==> src/rtl/lift_call_scheduler_if.sv <==
// Purpose: target-floor command channel from the call scheduler to the lift movement unit.
// Latency: pure wiring, no storage.
// Backpressure: cmd_rdy low holds cmd_vld/cmd_floor stable at the master.
//
// Ports (modports):
//   master : drives cmd_vld, cmd_floor; samples cmd_rdy   (scheduler side)
//   slave  : samples cmd_vld, cmd_floor; drives cmd_rdy   (lift side)
interface lift_call_scheduler_if #(
  parameter int FW = 3
);
  logic          cmd_vld;
  logic [FW-1:0] cmd_floor;
  logic          cmd_rdy;

  modport master (output cmd_vld, output cmd_floor, input cmd_rdy);
  modport slave  (input cmd_vld, input cmd_floor, output cmd_rdy);
endinterface

==> src/rtl/lift_call_scheduler.sv <==
// Purpose: collects hall/cabin calls, picks the next floor with a SCAN sweep, sequences door dwell.
// Latency: call -> pending bit 1 cycle; pending -> cmd_vld 1 further cycle when idle.
// Backpressure: cmd_vld/cmd_floor held until cmd_rdy; calls keep accumulating meanwhile.
//
// Ports:
//   clk, rst_n                        clock, async active-low reset
//   hall_call_vld/_floor              hall call strobe and floor
//   cab_call_vld/_floor               cabin button strobe and floor
//   cur_floor, arrive_i               car position and arrival pulse from the lift
//   cmd_if (master)                   cmd_vld / cmd_floor / cmd_rdy command channel
//   pending, dir_up, door_open        call bitmap, sweep direction, door dwell
module lift_call_scheduler #(
  parameter int N_FLOORS    = 8,
  parameter int FW          = 3,
  parameter int DOOR_CYCLES = 4
) (
  input  logic                  clk,
  input  logic                  rst_n,
  input  logic                  hall_call_vld,
  input  logic [FW-1:0]         hall_call_floor,
  input  logic                  cab_call_vld,
  input  logic [FW-1:0]         cab_call_floor,
  input  logic [FW-1:0]         cur_floor,
  input  logic                  arrive_i,
  lift_call_scheduler_if.master cmd_if,
  output logic [N_FLOORS-1:0]   pending,
  output logic                  dir_up,
  output logic                  door_open
);

  localparam int            CW         = (DOOR_CYCLES > 1) ? $clog2(DOOR_CYCLES) : 1;
  localparam logic [CW-1:0] DWELL_LAST = CW'(DOOR_CYCLES - 1);

  typedef enum logic [1:0] {IDLE, ISSUE, MOVING, DOOR} state_t;

  state_t              state_q, state_d;
  logic [N_FLOORS-1:0] pending_q, pending_d;
  logic                dir_up_q, dir_up_d;
  logic [FW-1:0]       cmd_floor_q, cmd_floor_d;
  logic [CW-1:0]       dwell_q, dwell_d;

  logic [N_FLOORS-1:0] set_mask, clr_mask, absorb_mask;
  logic [N_FLOORS-1:0] here_mask, cmd_mask, above, below;
  logic [FW-1:0]       lo_above, hi_below;

  // One-hot decode of call floors, car position and current target. Floors
  // outside 0..N_FLOORS-1 never match any bit, so they are dropped here.
  always_comb begin
    set_mask  = '0;
    here_mask = '0;
    cmd_mask  = '0;
    above     = '0;
    below     = '0;
    for (int i = 0; i < N_FLOORS; i++) begin
      if (hall_call_vld && (hall_call_floor == FW'(i))) set_mask[i] = 1'b1;
      if (cab_call_vld  && (cab_call_floor  == FW'(i))) set_mask[i] = 1'b1;
      here_mask[i] = (cur_floor == FW'(i));
      cmd_mask[i]  = (cmd_floor_q == FW'(i));
      above[i]     = pending_q[i] && (FW'(i) > cur_floor);
      below[i]     = pending_q[i] && (FW'(i) < cur_floor);
    end
  end

  // Nearest pending floor on each side of the car.
  always_comb begin
    lo_above = '0;
    hi_below = '0;
    for (int i = N_FLOORS - 1; i >= 0; i--) begin
      if (above[i]) lo_above = FW'(i);
    end
    for (int i = 0; i < N_FLOORS; i++) begin
      if (below[i]) hi_below = FW'(i);
    end
  end

  always_comb begin
    state_d     = state_q;
    dir_up_d    = dir_up_q;
    cmd_floor_d = cmd_floor_q;
    dwell_d     = dwell_q;
    clr_mask    = '0;
    unique case (state_q)
      IDLE: begin
        if (|(pending_q & here_mask)) begin
          // Already at a called floor: open the door without a move.
          clr_mask = here_mask;
          dwell_d  = '0;
          state_d  = DOOR;
        end else if (|pending_q) begin
          // SCAN: keep sweeping while there is work ahead, else reverse.
          state_d = ISSUE;
          if (dir_up_q) begin
            if (|above) begin
              cmd_floor_d = lo_above;
            end else begin
              cmd_floor_d = hi_below;
              dir_up_d    = 1'b0;
            end
          end else begin
            if (|below) begin
              cmd_floor_d = hi_below;
            end else begin
              cmd_floor_d = lo_above;
              dir_up_d    = 1'b1;
            end
          end
        end
      end
      ISSUE: begin
        if (cmd_if.cmd_rdy) state_d = MOVING;
      end
      MOVING: begin
        if (arrive_i) begin
          clr_mask = cmd_mask;
          dwell_d  = '0;
          state_d  = DOOR;
        end
      end
      DOOR: begin
        if (dwell_q == DWELL_LAST) begin
          dwell_d = '0;
          state_d = IDLE;
        end else begin
          dwell_d = dwell_q + CW'(1);
        end
      end
      default: state_d = IDLE;
    endcase
  end

  // A call for the floor the door is open at is served by this stop.
  assign absorb_mask = (state_q == DOOR) ? here_mask : '0;
  // Clear is applied last so an arrival beats a same-cycle call for that floor.
  assign pending_d   = (pending_q | (set_mask & ~absorb_mask)) & ~clr_mask;

  always_ff @(posedge clk or negedge rst_n) begin
    if (!rst_n) begin
      state_q     <= IDLE;
      pending_q   <= '0;
      dir_up_q    <= 1'b1;
      cmd_floor_q <= '0;
      dwell_q     <= '0;
    end else begin
      state_q     <= state_d;
      pending_q   <= pending_d;
      dir_up_q    <= dir_up_d;
      cmd_floor_q <= cmd_floor_d;
      dwell_q     <= dwell_d;
    end
  end

  assign cmd_if.cmd_vld   = (state_q == ISSUE);
  assign cmd_if.cmd_floor = cmd_floor_q;
  assign pending          = pending_q;
  assign dir_up           = dir_up_q;
  assign door_open        = (state_q == DOOR);

endmodule

==> src/flat_wrapper.sv <==
// flat-port wrapper written by rule: the top's interface ports become plain ports
module lift_call_scheduler_flat 
#(
  parameter int N_FLOORS    = 8,
  parameter int FW          = 3,
  parameter int DOOR_CYCLES = 4
)
  (clk, rst_n, hall_call_vld, hall_call_floor, cab_call_vld, cab_call_floor, cur_floor, arrive_i, pending, dir_up, door_open, cmd_if_cmd_vld, cmd_if_cmd_floor, cmd_if_cmd_rdy);
  lift_call_scheduler_if #(.FW(FW)) cmd_if_i ();
  input  logic clk;
  input  logic rst_n;
  input  logic hall_call_vld;
  input  logic [FW-1:0] hall_call_floor;
  input  logic cab_call_vld;
  input  logic [FW-1:0] cab_call_floor;
  input  logic [FW-1:0] cur_floor;
  input  logic arrive_i;
  output logic [N_FLOORS-1:0] pending;
  output logic dir_up;
  output logic door_open;
  output wire logic [$bits(cmd_if_i.cmd_vld)-1:0] cmd_if_cmd_vld;
  output wire logic [$bits(cmd_if_i.cmd_floor)-1:0] cmd_if_cmd_floor;
  input wire logic [$bits(cmd_if_i.cmd_rdy)-1:0] cmd_if_cmd_rdy;
  assign cmd_if_cmd_vld = cmd_if_i.cmd_vld;
  assign cmd_if_cmd_floor = cmd_if_i.cmd_floor;
  assign cmd_if_i.cmd_rdy = cmd_if_cmd_rdy;
  lift_call_scheduler #(.N_FLOORS(N_FLOORS), .FW(FW), .DOOR_CYCLES(DOOR_CYCLES)) u_core (.clk(clk), .rst_n(rst_n), .hall_call_vld(hall_call_vld), .hall_call_floor(hall_call_floor), .cab_call_vld(cab_call_vld), .cab_call_floor(cab_call_floor), .cur_floor(cur_floor), .arrive_i(arrive_i), .cmd_if(cmd_if_i), .pending(pending), .dir_up(dir_up), .door_open(door_open));
endmodule
==> config.mk <==
export PLATFORM = sky130hd
export DESIGN_NAME = lift_call_scheduler_flat
export DESIGN_NICKNAME = d
export VERILOG_FILES = /design/src/rtl/lift_call_scheduler_if.sv /design/src/rtl/lift_call_scheduler.sv /design/src/flat_wrapper.sv
export SDC_FILE = /design/constraint.sdc
export NUM_CORES = 1
export LEC_CHECK = 0
export CORE_MARGIN = 1.5
export CORE_UTILIZATION = 52
export DETAILED_ROUTE_END_ITERATION = 6
export PLACE_DENSITY = 0.78
export SLEW_MARGIN = 40
export SYNTH_ARGS = -nofsm -noshare
export SYNTH_HDL_FRONTEND = slang
export SYNTH_SLANG_ARGS = --single-unit
==> constraint.sdc <==
create_clock -name clk -period 2 [get_ports clk]
set_clock_uncertainty 0.05 [all_clocks]
set_input_delay 0.4 -clock clk [delete_from_list [all_inputs] [get_ports clk]]
set_output_delay 0.4 -clock clk [all_outputs]
set_load 0.01 [all_outputs]
Fig. 1: run 1, clock distribution
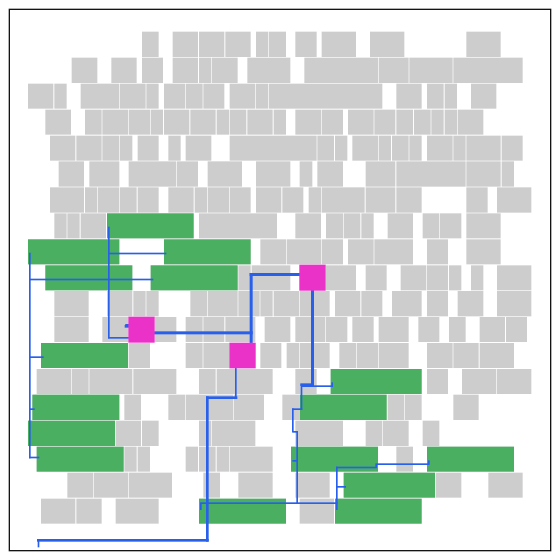
- flip-flops: green (count 16)
- clock wires: blue (length 189 um)
- cells driving clock nets: magenta (count 3)
- routed clock nets: 4
clk_lat worst skew: 0.29 ns
clock share of power: 8.7%
clock group power: 0.000212 W

Fig. 2: run 1, cell placement
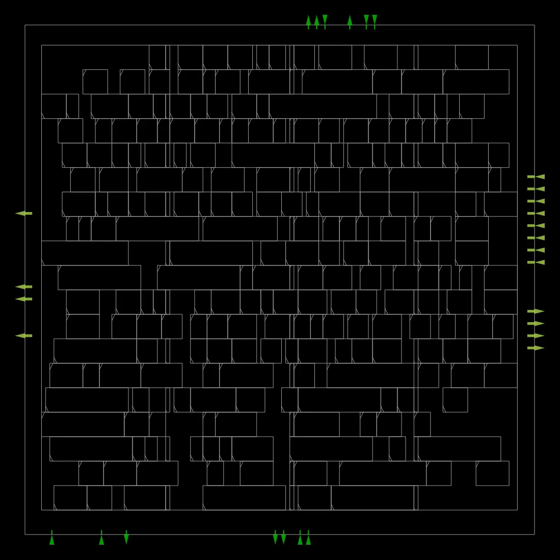
non-filler instance count after layout: 270
Layout Utilization: 77.1%
row count: 19
number of tapcells: 31

Fig. 3: run 1, wiring heat map
Bar = 20 um. 11 x 11 tiles, from dark purple (low) to yellow (high), scaled to the fullest tile. Values are wire area over tile area, all layers added.
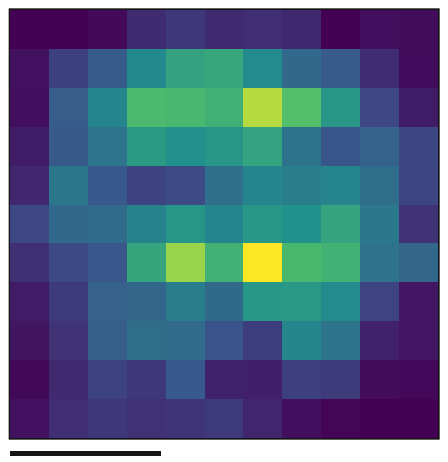
- tiles over half the peak: 18%
- mean over tiles: 0.26
- densest ninth of the die: middle
- nearly empty tiles: 5.0%
- fullest tile: 0.87
via count: 1763
Routed Wire Length: 4.98 mm
total track usage: 32.4%

==> impl_metrics.py, run 1 <==
# Synthesis and PnR figures
metrics = {
    "outcome": {
        "outcome": "completed",
    },
    "power_and_ir_drop": {
        "power_leader": "combinational logic",
        "ir_worst_vdd_mv": 1.09,
        "p_per_area_nw_per_um2": 1160,
    },
    "sta": {
        "setup_viol": 0,
        "fmax_mhz": 514,
        "slew_violations": 0,
    },
    "routing": {
        "drt_iter0_drc": 203,
        "dr.pass1.iters": 4,
        "routed_via_density": 6.53,
    },
    "floorplanning": {
        "die_h_um": 56.6,
        "core-area_sq_um": 2730,
    },
    "clocking": {
        "clkTransAtPathRegs_ns": 0.09,
        "cts-resized-gates": 6,
        "cts_hold_buf": 0,
        "post_cts_buffers": 0,
    },
    "logic_synthesis": {
        "yosysWarnings": 0,
        "synth_top_cell_by_area": "dfrtp_1",
        "yosys-stat-area_sq_um": 1500,
        "syn-cell-area_sq_um": 1500,
        "ys_sh_adder_pct": 4.18,
        "netlist_logic_family_top": "AND-OR/OR-AND gates",
        "ys_async_sr_fraction_pct": 100,
        "mux_area_share_pct": 3.60,
    },
    "grt": {
        "grt_max_degree": 21,
    },
    "worst_setup_path": {
        "cp_slowest_cell": "clkdlybuf4s50_1",
        "timing.critical_path.to_type": "primary output",
        "crit_start": "u_core.pending[1]$_DFF_PN0_",
        "reg2reg_depth": 5,
        "critical_path_arrival_ns": 1.50,
    },
    "placed_design": {
        "place_congestion": 1.01,
        "placed_cell_area_sq_um": 1980,
    },
    "finish": {
        "fin_nets": 260,
        "lay_top_cells": "buf_4, clkdlybuf4s50_1, nand2_1, dfrtp_1, a21oi_1",
    },
    "min_path": {
        "min_path_type": "primary input to asynchronous set/reset pin",
    },
}
run 1: Yosys cell counts (2+ instances only):
cell type,count
nand2b_1,11
nor3b_1,6
nor2_1,10
o21ai_0,12
o31ai_1,6
nor2b_1,3
o211ai_1,3
and3_1,3
nand2_1,20
clkbuf_1,3
or3_1,2
a41oi_1,2
buf_4,2
inv_1,8
a21oi_1,12
a22oi_1,3
nor3_1,4
buf_6,2
o21ai_1,4
buf_2,5
nand3_1,2
o22ai_1,10
dfrtp_1,15
o32ai_1,5
mux2i_1,2
a31oi_1,7
a21o_1,2
ha_1,5
run 1: registers in the layout, indices dropped and copies added (netlist names):
signal,cells
u_core.cmd_if.cmd_floor,3
u_core.dir_up,1
u_core.dwell_q,2
u_core.pending,8
u_core.state_q,2
run 1: layer usage:
layer	wire length, um	global-route usage, %	part of all wire (%)	vias up
met5	0	0	0	-
met4	146	11.9	2.9	0
met2	2460	51.7	49	112
met3	399	6.91	8.0	17
met1	1980	43.0	40	821
li1	-	-	-	813
run 1: how the worst min path moves through the flow:
stage | start | to | slack [ns] | depth (start not counted)
after floorplan | rst_n | u_core.cmd_if.cmd_floor[0]$_DFFE_PN0P_ | 0.05 | 0
after global placement | u_core.dwell_q[0]$_DFFE_PN0P_ | u_core.dwell_q[0]$_DFFE_PN0P_ | 0.43 | 1
after detailed placement | u_core.dwell_q[0]$_DFFE_PN0P_ | u_core.dwell_q[0]$_DFFE_PN0P_ | 0.46 | 1
after CTS | rst_n | u_core.dwell_q[0]$_DFFE_PN0P_ | 0.37 | 2
after global routing | rst_n | u_core.dwell_q[0]$_DFFE_PN0P_ | 0.39 | 2
final | rst_n | u_core.dwell_q[0]$_DFFE_PN0P_ | 0.36 | 2
==> inputs of run 2 (changes only) <==
==> constraint.sdc (replaced) <==
create_clock -name clk -period 2 [get_ports clk]
set_clock_uncertainty 0.05 [all_clocks]
set_input_delay 0.4 -clock clk [delete_from_list [all_inputs] [get_ports clk]]
set_output_delay 0.4 -clock clk [all_outputs]
set_load 0.02 [all_outputs]
Fig. 4: run 2, cell placement
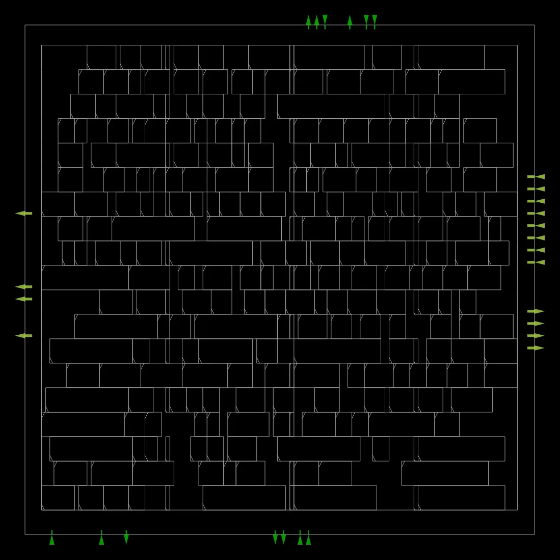
non-filler instance count after layout: 269
fill count: 213
Layout Utilization: 76.8%

==> run 2 against run 1 <==
  * Critical path type is now primary input to flop
  * Sequential power decreased by 2%
  * Non-clock buffer count shrank 1
  * Maximum frequency fell by 3.3%
  * Utilization down 0.27 points
  * Critical path depth grew 5
  * Highest routed layer unchanged
  * Sequential share of layout area is 0.19 points higher
  * Cell count decreased by 0.37%
  * Register-to-register slack is essentially flat
  * The run now ends with negative setup slack left
  * Combinational power rose by 8%
==> impl_metrics.py, run 2 <==
# Synthesis and PnR figures
metrics = {
    "logic_synthesis": {
        "syn-cell-area_sq_um": 1500,
        "synth_top_cell_by_area": "dfrtp_1",
        "ys_async_sr_fraction_pct": 100,
        "most_common_cell": "nand2_1",
    },
    "finish": {
        "lay_top_cells": "buf_4, clkdlybuf4s50_1, nand2_1, a21oi_1",
        "largest_register_ffs": 8,
    },
    "worst_setup_path": {
        "timing.critical_path.to_type": "flop",
        "reg2reg_depth": 6,
    },
    "routing": {
        "dr.pass1.iters": 5,
        "wl_met2_mm": 2.34,
        "wl_met3_um": 287,
        "drt_iter0_drc": 123,
        "top_layer": "met4",
    },
    "grt": {
        "use_met1_pct": 43.2,
        "grt_max_degree": 21,
    },
    "power_and_ir_drop": {
        "p_per_area_nw_per_um2": 1210,
        "p_clk_w": 0.000211,
        "p_clk_share_pct": 8.3,
    },
    "outcome": {
        "outcome": "finished, violations left",
        "violations": "negative setup slack",
    },
    "min_path": {
        "min_path_type": "primary input to asynchronous set/reset pin",
    },
    "clocking": {
        "clkTransAtPathRegs_ns": 0.09,
    },
    "sta": {
        "setup_viol": 1,
        "setup_slack_ns": -0.0125,
    },
    "floorplanning": {
        "row_count": 19,
        "core-area_sq_um": 2730,
    },
}
-- run 2: worst max-delay path: cells and delay by family --
family          cells  cell delay, ns
compound gates      4            0.75
simple gates        1            0.37
buf+inv             2            0.61
-- run 2: worst max path at each step --
| stage | end | slack (ns) | cells after the start | start |
|---|---|---|---|---|
| finish | u_core.cmd_if.cmd_floor[0]$_DFFE_PN0P_ | -0.01 | 7 | cur_floor[2] |
| global route | u_core.cmd_if.cmd_floor[0]$_DFFE_PN0P_ | -0.06 | 7 | cur_floor[2] |
| floorplan | u_core.dwell_q[0]$_DFFE_PN0P_ | 0.1 | 7 | u_core.pending[4]$_DFF_PN0_ |
| global placement | u_core.dwell_q[0]$_DFFE_PN0P_ | -0.39 | 8 | cur_floor[1] |
| detailed placement | u_core.dwell_q[0]$_DFFE_PN0P_ | -0.50 | 8 | cur_floor[0] |
| CTS | u_core.cmd_if.cmd_floor[0]$_DFFE_PN0P_ | 0.004 | 7 | cur_floor[2] |
-- run 2: per-stage QoR --
step | area [sq um] | std cells | utilization, %
after floorplan | 1500 | 187 | -
after global placement | 1980 | 263 | 72.3
after global routing | 2100 | 269 | 76.8
after CTS | 2070 | 268 | 75.6
final | 2100 | 269 | 76.8
after detailed placement | 1980 | 263 | 72.3
-- run 2: cells by family (layout without fill, tap and decap cells) --
| family | after synthesis | count (layout) | synth area share, % |
|---|---|---|---|
| multiplexers | 4 | 4 | 3.60 |
| flip-flops | 16 | 16 | 26.8 |
| buffers and inverters | 21 | 72 | 7.94 |
| adder cells (fa/ha/maj) | 5 | 5 | 4.18 |
| AND-OR/OR-AND | 74 | 74 | 33.4 |
| AND/OR/NAND/NOR | 67 | 67 | 24.0 |
-- run 2: timing repair --
action	in CTS	in global routing
cloned	1	0
setup endpoints to repair	20	11
gates resized	12	5
pin swaps	0	0
buffers inserted	0	1
==> inputs of run 3 (changes only) <==
--- a/config.mk
+++ b/config.mk
@@ -8,6 +8,7 @@
 export CORE_MARGIN = 1.5
 export CORE_UTILIZATION = 52
 export DETAILED_ROUTE_END_ITERATION = 6
+export GPL_TIMING_DRIVEN = 0
 export PLACE_DENSITY = 0.78
 export SLEW_MARGIN = 40
 export SYNTH_ARGS = -nofsm -noshare
Fig. 5: run 3, cell placement
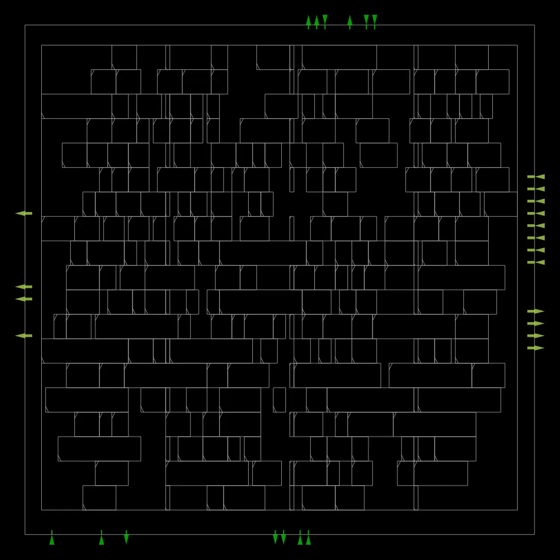
core footprint: 2730 sq um
non-filler instance count after layout: 249

==> run 3 against run 2 <==
  * The flow now finishes without violations
  * Via count fell by 4.7%
  * Die area did not move
  * Non-clock buffer count fell by 20
  * Setup slack improved by 0.046 ns
  * Hold slack improved by 0.064 ns
  * Global-route usage fell by 2.9 points
  * Largest power group unchanged
  * Critical endpoint unchanged
  * Critical path type is now flop to flop
  * Register-to-register slack got worse by 0.07 ns
==> impl_metrics.py, run 3 <==
# Synthesis and PnR figures
metrics = {
    "outcome": {
        "outcome": "completed",
    },
    "floorplanning": {
        "row_count": 19,
    },
    "clocking": {
        "cts_hold_buf": 0,
        "insertion_delay_ns": 0.29,
    },
    "grt": {
        "track_usage_pct": 29.0,
        "grt_max_degree": 17,
    },
    "logic_synthesis": {
        "yosys-stat-area_sq_um": 1500,
        "most_common_cell": "nand2_1",
        "ys_sh_adder_pct": 4.18,
        "netlist_top_cells_count": "nand2_1, dfrtp_1, a21oi_1, o21ai_0, nand2b_1",
        "ys_async_sr_fraction_pct": 100,
        "synth_top_cell_by_area": "dfrtp_1",
        "mux_area_share_pct": 3.60,
        "ys_sh_xor_pct": 0,
        "syn-cell-area_sq_um": 1500,
        "ys_sh_simple_pct": 24.0,
        "synthAoiAreaFrac_pct": 33.4,
    },
    "finish": {
        "fill_cells": 229,
        "largest_register_ffs": 8,
        "stdcell_area_sq_um": 1860,
        "lay_top_cells": "clkdlybuf4s50_1, nand2_1, o21ai_0, a21oi_1",
        "fin_nets": 239,
    },
    "min_path": {
        "min_path_type": "primary input to flop",
    },
    "sta": {
        "fmax_mhz": 508,
        "setup_slack_ns": 0.0331,
        "setup_viol": 0,
    },
    "worst_setup_path": {
        "worst-path-buf-inv": 1,
        "cp_slowest_cell": "or3_4",
        "crit_path_end": "u_core.cmd_if.cmd_floor[0]$_DFFE_PN0P_",
        "crit_start": "u_core.pending[3]$_DFF_PN0_",
        "cp.depth": 6,
    },
    "routing": {
        "drt_iter0_drc": 122,
        "dr.pass1.iters": 5,
        "num_vias": 1638,
        "postRouteWirelength_mm": 4.40,
    },
    "placed_design": {
        "place_congestion": 0.889,
        "placed_cell_area_sq_um": 1800,
    },
    "power_and_ir_drop": {
        "p_clk_share_pct": 7.9,
        "p_per_area_nw_per_um2": 1240,
    },
}
-- run 3: per-stage QoR --
| step | hold slack, ns | std cells |
|---|---|---|
| final | 0.427 | 249 |
| after global routing | 0.421 | 249 |
| after CTS | 0.416 | 249 |
| after detailed placement | 0.447 | 244 |
| after global placement | 0.427 | 244 |
| after floorplan | 0.0544 | 187 |
-- run 3: power by group through the flow --
stage	clock network, W	registers (W)	logic [W]
5_1_grt	0.000201	0.000701	0.00154
3_3_place_gp	0	0.000641	0.00138
4_1_cts	0.000182	0.000662	0.00141
6_report	0.000182	0.000681	0.00143
3_5_place_dp	0	0.000645	0.00143
2_1_floorplan	0	0.000714	0.000841
-- run 3: worst min path at each step --
stage	startpoint	slack [ns]	end	cells past startpoint
finish	cur_floor[2]	0.43	u_core.pending[2]$_DFF_PN0_	3
global route	cur_floor[2]	0.42	u_core.pending[2]$_DFF_PN0_	3
CTS	cur_floor[2]	0.42	u_core.pending[2]$_DFF_PN0_	3
detailed placement	u_core.dwell_q[1]$_DFFE_PN0P_	0.45	u_core.dwell_q[1]$_DFFE_PN0P_	2
global placement	u_core.dwell_q[0]$_DFFE_PN0P_	0.43	u_core.dwell_q[0]$_DFFE_PN0P_	1
floorplan	rst_n	0.05	u_core.cmd_if.cmd_floor[0]$_DFFE_PN0P_	0
-- run 3: per-layer routing --
metal  global-route usage [%]  wire length, um
met1                     37.2             1790
met2                     47.7             2140
met3                     6.68              344
met4                     9.86              116
met5                        0                0
-- run 3: cells by family (layout without fill, tap and decap cells) --
family          after synthesis  in the layout
buf+inv                      21             52
mux                           4              4
compound gates               74             74
fa+ha+maj                     5              5
simple gates                 67             67
flops                        16             16
-- run 3: what timing repair did --
action	CTS	global route
gates resized	8	9
buffers inserted	2	0
endpoints found under the setup margin	5	6
pin swaps	3	0
Power and IR drop assume default switching activity.
